**src/rtl/pipe_stage_skid.sv**
```systemverilog
// Pipeline stage register with valid/ready handshake, synchronous flush,
// optional two-entry skid buffer and saturating stall/flush counters.
//
// state    | meaning
// ---------+-------------------------------------------------------------
// ST_EMPTY | no entry held; outputs present a NOP bubble
// ST_HALF  | one entry in MAIN, presented downstream
// ST_FULL  | MAIN presented, SKID holds the next entry (SKID=1 only)
module pipe_stage_skid #(
   parameter int CTRL_WIDTH = 10,
   parameter int DATA_WIDTH = 32,
   parameter int SKID       = 1,
   parameter int CNT_WIDTH  = 16
) (
   input  logic                  clk_i,
   input  logic                  rst_ni,
   input  logic                  valid_i,
   output logic                  ready_o,
   input  logic [CTRL_WIDTH-1:0] ctrl_i,
   input  logic [DATA_WIDTH-1:0] data_i,
   input  logic                  flush_i,
   output logic                  valid_o,
   input  logic                  ready_i,
   output logic [CTRL_WIDTH-1:0] ctrl_o,
   output logic [DATA_WIDTH-1:0] data_o,
   output logic [1:0]            occ_o,
   output logic [CNT_WIDTH-1:0]  stall_cnt_o,
   output logic [CNT_WIDTH-1:0]  flush_cnt_o
);

   typedef enum logic [1:0] {
      ST_EMPTY = 2'b00,
      ST_HALF  = 2'b01,
      ST_FULL  = 2'b10
   } state_t;

   localparam logic [CNT_WIDTH-1:0] CNT_MAX = '1;
   localparam logic [CNT_WIDTH-1:0] CNT_ONE = {{(CNT_WIDTH-1){1'b0}}, 1'b1};

   state_t                  state_q, state_d;
   logic [CTRL_WIDTH-1:0]   main_ctrl_q, main_ctrl_d;
   logic [DATA_WIDTH-1:0]   main_data_q, main_data_d;
   logic [CTRL_WIDTH-1:0]   skid_ctrl_q, skid_ctrl_d;
   logic [DATA_WIDTH-1:0]   skid_data_q, skid_data_d;
   logic [CNT_WIDTH-1:0]    stall_cnt_q, stall_cnt_d;
   logic [CNT_WIDTH-1:0]    flush_cnt_q, flush_cnt_d;
   logic                    push;
   logic                    pop;

   // With the skid entry, ready is a pure function of state so it can be
   // timed as a register output; without it, ready must look through ready_i.
   assign valid_o = (state_q != ST_EMPTY);
   assign ready_o = (SKID != 0) ? (state_q != ST_FULL) : (!valid_o || ready_i);
   assign push    = valid_i && ready_o;
   assign pop     = valid_o && ready_i;

   // Gate the head entry so a bubble can never carry a write enable.
   assign ctrl_o      = valid_o ? main_ctrl_q : '0;
   assign data_o      = valid_o ? main_data_q : '0;
   assign stall_cnt_o = stall_cnt_q;
   assign flush_cnt_o = flush_cnt_q;

   // Occupancy decoded from state.
   always_comb begin
      occ_o = 2'd0;
      case (state_q)
         ST_HALF: occ_o = 2'd1;
         ST_FULL: occ_o = 2'd2;
         default: occ_o = 2'd0;
      endcase
   end

   // Next state and entry registers; flush overrides every transition.
   always_comb begin
      state_d     = state_q;
      main_ctrl_d = main_ctrl_q;
      main_data_d = main_data_q;
      skid_ctrl_d = skid_ctrl_q;
      skid_data_d = skid_data_q;
      if (flush_i) begin
         state_d     = ST_EMPTY;
         main_ctrl_d = '0;
         main_data_d = '0;
         skid_ctrl_d = '0;
         skid_data_d = '0;
      end else begin
         case (state_q)
            ST_EMPTY: begin
               if (push) begin
                  state_d     = ST_HALF;
                  main_ctrl_d = ctrl_i;
                  main_data_d = data_i;
               end
            end
            ST_HALF: begin
               if (push && !pop && (SKID != 0)) begin
                  state_d     = ST_FULL;
                  skid_ctrl_d = ctrl_i;
                  skid_data_d = data_i;
               end else if (!push && pop) begin
                  state_d     = ST_EMPTY;
                  main_ctrl_d = '0;
                  main_data_d = '0;
               end else if (push && pop) begin
                  main_ctrl_d = ctrl_i;
                  main_data_d = data_i;
               end
            end
            ST_FULL: begin
               if (pop) begin
                  state_d     = ST_HALF;
                  main_ctrl_d = skid_ctrl_q;
                  main_data_d = skid_data_q;
                  skid_ctrl_d = '0;
                  skid_data_d = '0;
               end
            end
            default: begin
               state_d     = ST_EMPTY;
               main_ctrl_d = '0;
               main_data_d = '0;
               skid_ctrl_d = '0;
               skid_data_d = '0;
            end
         endcase
      end
   end

   // Saturating performance counters; flush leaves them untouched.
   always_comb begin
      stall_cnt_d = stall_cnt_q;
      flush_cnt_d = flush_cnt_q;
      if (valid_o && !ready_i && (stall_cnt_q != CNT_MAX)) begin
         stall_cnt_d = stall_cnt_q + CNT_ONE;
      end
      if (flush_i && (state_q != ST_EMPTY) && (flush_cnt_q != CNT_MAX)) begin
         flush_cnt_d = flush_cnt_q + CNT_ONE;
      end
   end

   // State, entry and counter registers.
   always_ff @(posedge clk_i or negedge rst_ni) begin
      if (!rst_ni) begin
         state_q     <= ST_EMPTY;
         main_ctrl_q <= '0;
         main_data_q <= '0;
         skid_ctrl_q <= '0;
         skid_data_q <= '0;
         stall_cnt_q <= '0;
         flush_cnt_q <= '0;
      end else begin
         state_q     <= state_d;
         main_ctrl_q <= main_ctrl_d;
         main_data_q <= main_data_d;
         skid_ctrl_q <= skid_ctrl_d;
         skid_data_q <= skid_data_d;
         stall_cnt_q <= stall_cnt_d;
         flush_cnt_q <= flush_cnt_d;
      end
   end

endmodule
```
**config.mk**
```make
export PLATFORM = sky130hd
export DESIGN_NAME = pipe_stage_skid
export DESIGN_NICKNAME = d
export VERILOG_FILES = /design/src/rtl/pipe_stage_skid.sv
export SDC_FILE = /design/constraint.sdc
export NUM_CORES = 1
export LEC_CHECK = 0
export CAP_MARGIN = 20
export CORE_ASPECT_RATIO = 1.5
export CORE_UTILIZATION = 43
export DETAILED_ROUTE_END_ITERATION = 10
export PLACE_DENSITY = 0.83
export SKIP_LAST_GASP = 1
export SLEW_MARGIN = 25
export SYNTH_ARGS = -nofsm -noshare
export SYNTH_HDL_FRONTEND = slang
export SYNTH_SLANG_ARGS = --single-unit
export TNS_END_PERCENT = 1
```
**constraint.sdc**
```tcl
create_clock -name clk_i -period 1.6 [get_ports clk_i]
set_input_delay 0.32 -clock clk_i [delete_from_list [all_inputs] [get_ports clk_i]]
set_output_delay 0.32 -clock clk_i [all_outputs]
set_load 0.02 [all_outputs]
```
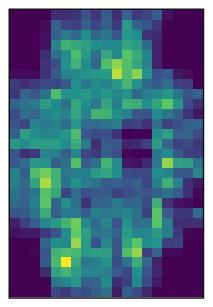
Figure 1: routed metal per tile.
(2 px per um) 19 x 29 tiles, from dark purple (low) to yellow (high), scaled to the fullest tile. Values are wire area over tile area, all layers added.
fullest tile: 0.57
tiles over half the peak: 21%
nearly empty tiles: 17%
Routed Wire Length: 15200 um
drt wl/cell: 17.4 um
gr usage total: 23.9%
via count: 4838

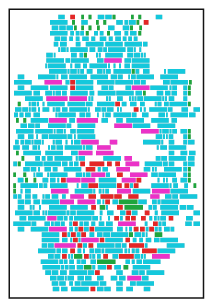
Figure 2: cell sizes after repair.
(2 px per um)
legend:
  _3 and _4 cells:
    colour: red
    cells: 57
    share: 8.0%
  _6 and larger:
    colour: magenta
    cells: 36
    share: 5.0%
  _0 and _1 cells:
    colour: cyan
    cells: 568
    share: 80%
  _2 cells:
    colour: green
    cells: 52
    share: 7.3%
Worst Slack Setup Final: -0.306 ns
area grow syn2layout: 39.7%
Layout Cell Area excl Fill: 8030 um2
Repair and plain buffers: 176

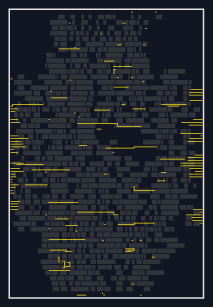
Figure 3: signal wires on met3.
(2 px per um)
nets with wire on the layer: 91
share of all routed wire: 4.1%

==> results.sh <==
# physical design summary
export IMPL_fin_crit_ns=1.91
export IMPL_clock_skew_ns=0.00749
export IMPL_status="complete, but fails checks"
export IMPL_critPathMaxFanout=21
export IMPL_die_height_um=144
export IMPL_syn_inst=542
export IMPL_grt_pass1_wl_um=24800
export IMPL_period_used_pct=119
export IMPL_setup_viol=123
export IMPL_synth_net_count=591
export IMPL_path_class="flop to primary output"
export IMPL_violations="negative setup slack"
export IMPL_r2r_start="stall_cnt_o[1]"
export IMPL_grt_ovfl_total=0
export IMPL_io_buffer_count=124
export IMPL_cts_buffers_inserted=17
export IMPL_regArea_um2=2960
export IMPL_cts_buffer_depth=2
export IMPL_tightest_slew_ns=0.512
export IMPL_clk_pin_slew_worst_paths_ns=0.06
export IMPL_power_density_nw_per_um2=1140
export IMPL_fin_ws_ns=-0.306
export IMPL_tritoncts="done"
export IMPL_first_pass_iters=4
export IMPL_ys_flop_type="dfrtp_1"
export IMPL_edf_count=0
export IMPL_ys_async_sr_fraction_pct=100
export IMPL_setup_worst_path_end_class="primary output"
export IMPL_cts_root_buf="clkbuf_16"
export IMPL_dpl_cell_count=840
export IMPL_yosys_area_um2=5750
export IMPL_fmax_ghz=0.525
export IMPL_ios=125
export IMPL_cp_start_kind="flop"
export IMPL_maxCapViolations=0
export IMPL_finalMaxSlewViolations=0
export IMPL_initCoreUtil_pct=44.1
export IMPL_ir_drop_uv=802
export IMPL_power_mw=9.15
export IMPL_yosysCellCount=542
export IMPL_fp_dieW_um=96.4
export IMPL_synthTopCellsByCount="dfrtp_1 (118), nand2_1 (49), inv_1 (46), mux2i_1 (44), and2_1 (43)"
export IMPL_hp_class="primary input to async pin"
export IMPL_area_leaders="dfrtp_1 (51%), mux2i_1 (7.7%), o2bb2ai_1 (6.4%)"
export IMPL_postRouteAntennaNets=0
export IMPL_first_global_vias=5121
export IMPL_netlist_area_um2=5750
export IMPL_logic_area_um2=2510
export IMPL_num_fill_cells=1065
export IMPL_yosys_stat_seqShare_pct=51.4
export IMPL_warnings=29
export IMPL_slew_headroom_pct=65.8
export IMPL_grt_max_degree=44
export IMPL_num_antenna_cells=0
export IMPL_cts_setup_buffers=0
export IMPL_crit_start="state_q[0]"
export IMPL_hold_viol=0
export IMPL_p_leak_nw=3.73
export IMPL_antenna_found_initial=0
export IMPL_synth_largest_area_cell="dfrtp_1"
export IMPL_grt_setup_unrepaired="true"
export IMPL_finalNonFillerCells=872
export IMPL_drt_iter0_markers=314
export IMPL_cts_sinks=118
export IMPL_routabilityCongestion=0.819
export IMPL_worstPathRequired_ns=1.28
export IMPL_ys_flops=118
export IMPL_htreeDepth=4
export IMPL_synth_cell_type_count=42
export IMPL_ys_warnings_count=0
export IMPL_top_cell="dfrtp_1"
export IMPL_drc=0
export IMPL_die_area_um2=13800
export IMPL_hpwl_um=10600
export IMPL_viasPerCell=5.55
export IMPL_crit_arrival_ns=1.59
export IMPL_finalNetCount=750
export IMPL_top_cell_area_share_pct=51.4
export IMPL_avgSynthCellArea_um2=10.6
export IMPL_drive_above_1_share_pct=20.3
export IMPL_holdWs_ns=0.421
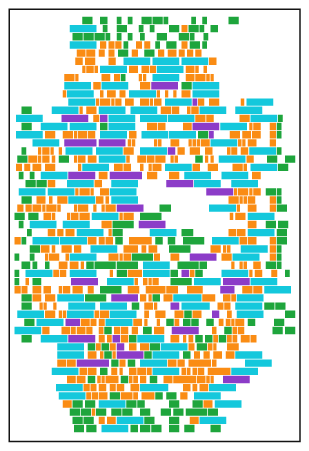
Figure 4: placed cells, one colour a class.
(3 px per um)
legend:
  remaining buffers and delay cells:
    colour: green
    cells: 176
    share_of_their_area: 20%
  clock drivers and dummy loads:
    colour: purple
    cells: 31
    share_of_their_area: 7.8%
  combinational and other logic:
    colour: orange
    cells: 388
    share_of_their_area: 34%
  sequential cells:
    colour: cyan
    cells: 118
    share_of_their_area: 38%
fraction of area in registers: 36.8%
Util after Layout: 61.6%
core area: 13000 um2
Rows: 51

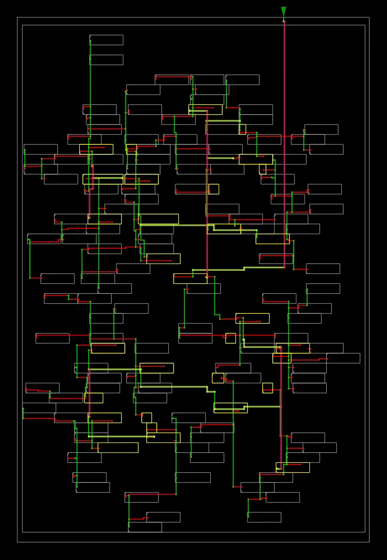
Figure 5: the clock network.
clock buffer count: 19
clock network power: 3.89 mW
registers: 118
Late-Pin Clk Latency: 0.41 ns

per-layer routing:
metal | vias up | wire [um] | global-route usage, % | share of wire [%]
met2 | 158 | 8130 | 41.4 | 53
met3 | 48 | 630 | 5.24 | 4.1
li1 | 2221 | - | - | -
met4 | 0 | 651 | 14.2 | 4.3
met5 | - | 0 | 0 | 0
met1 | 2411 | 5810 | 26.4 | 38
worst max-delay path, stage by stage, from the launching register on:
cell and delay [ns]:
dfrtp_1 0.38, or2_4 0.29, buf_12 0.15, and2_1 0.18, buf_4 0.16
sequential cells by signal, summed over array words and instances (netlist names):
| register | cells |
|---|---|
| skid_data_q | 32 |
| main_ctrl_q | 10 |
| flush_cnt_o | 16 |
| skid_ctrl_q | 10 |
| state_q | 2 |
| main_data_q | 32 |
| stall_cnt_o | 16 |
power by group:
part,switching (mW),total [mW],leakage [nW],internal [mW]
combinational,0.909,1.79,1.86,0.878
clock,1.38,3.89,0.279,2.51
sequential,0.219,3.48,1.59,3.26
total,2.51,9.15,3.73,6.65
cell families after synthesis:
kind of cell	share of synthesized area, %
fa+ha+maj	0.435
xor+xnor	3.51
compound gates	13.8
mux	8.32
simple gates	16.7
buf+inv	5.86
flops	51.4
through the flow:
step                      setup slack (ns)  setup TNS (ns)  area, um2
after CTS                           -0.297          -20.27       8030
after global routing                -0.331          -31.71       8030
after floorplan                     -0.117           -4.86       5750
after detailed placement            -0.359          -42.44       7610
after global placement              -0.298          -36.71       7610
final                               -0.306          -19.60       8030
cell usage in the layout (no fill, tap or decap), drive strengths merged, types with 2 or more instances in the layout:
cell type	n
a31oi	2
nor3b	3
o21a	4
a22oi	42
o21bai	2
mux2i	44
a21oi	4
and3	6
clkinv	3
clkdlybuf4s50	77
mux2	3
nor2b	5
xor2	13
nand2	49
and4	3
dlygate4sd2	3
nor4	6
clkbuf	20
xnor2	10
nor4b	2
ha	2
nor3	7
bufinv	3
nand3	17
nor2	12
inv	46
o2bb2ai	42
nand4	13
dfrtp	118
and2	43
buf	93
clkinvlp	6
area by class of cell:
class	instances	share of cell area [%]
Sequential cell	118	36.8
Multi-Input combinational cell	342	31.3
Timing Repair Buffer	176	19.7
Clock buffer	19	5.64
Tap cell	159	2.48
Inverter	46	2.15
Clock inverter	12	1.92
repair_timing:
action,4_1_cts,5_1_grt
endpoints found under the setup margin,116,181
endpoints found under the hold margin,29,0
pin swaps,1,1
hold buffers,1,0
gates resized,175,1
path summary, 6_finish.rpt:
check                                  to  slack [ns]  cells past startpoint
max                             data_o[8]       -0.31                      4
min                        main_ctrl_q[9]        0.42                      2
max reg2reg                stall_cnt_o[9]       -0.11                      5
min reg2reg                main_ctrl_q[0]        0.48                      1
max in group asynchronous  main_data_q[7]        0.59                      3
min in group clk_i         main_ctrl_q[0]        0.48                      1
Power and IR drop assume default switching activity.
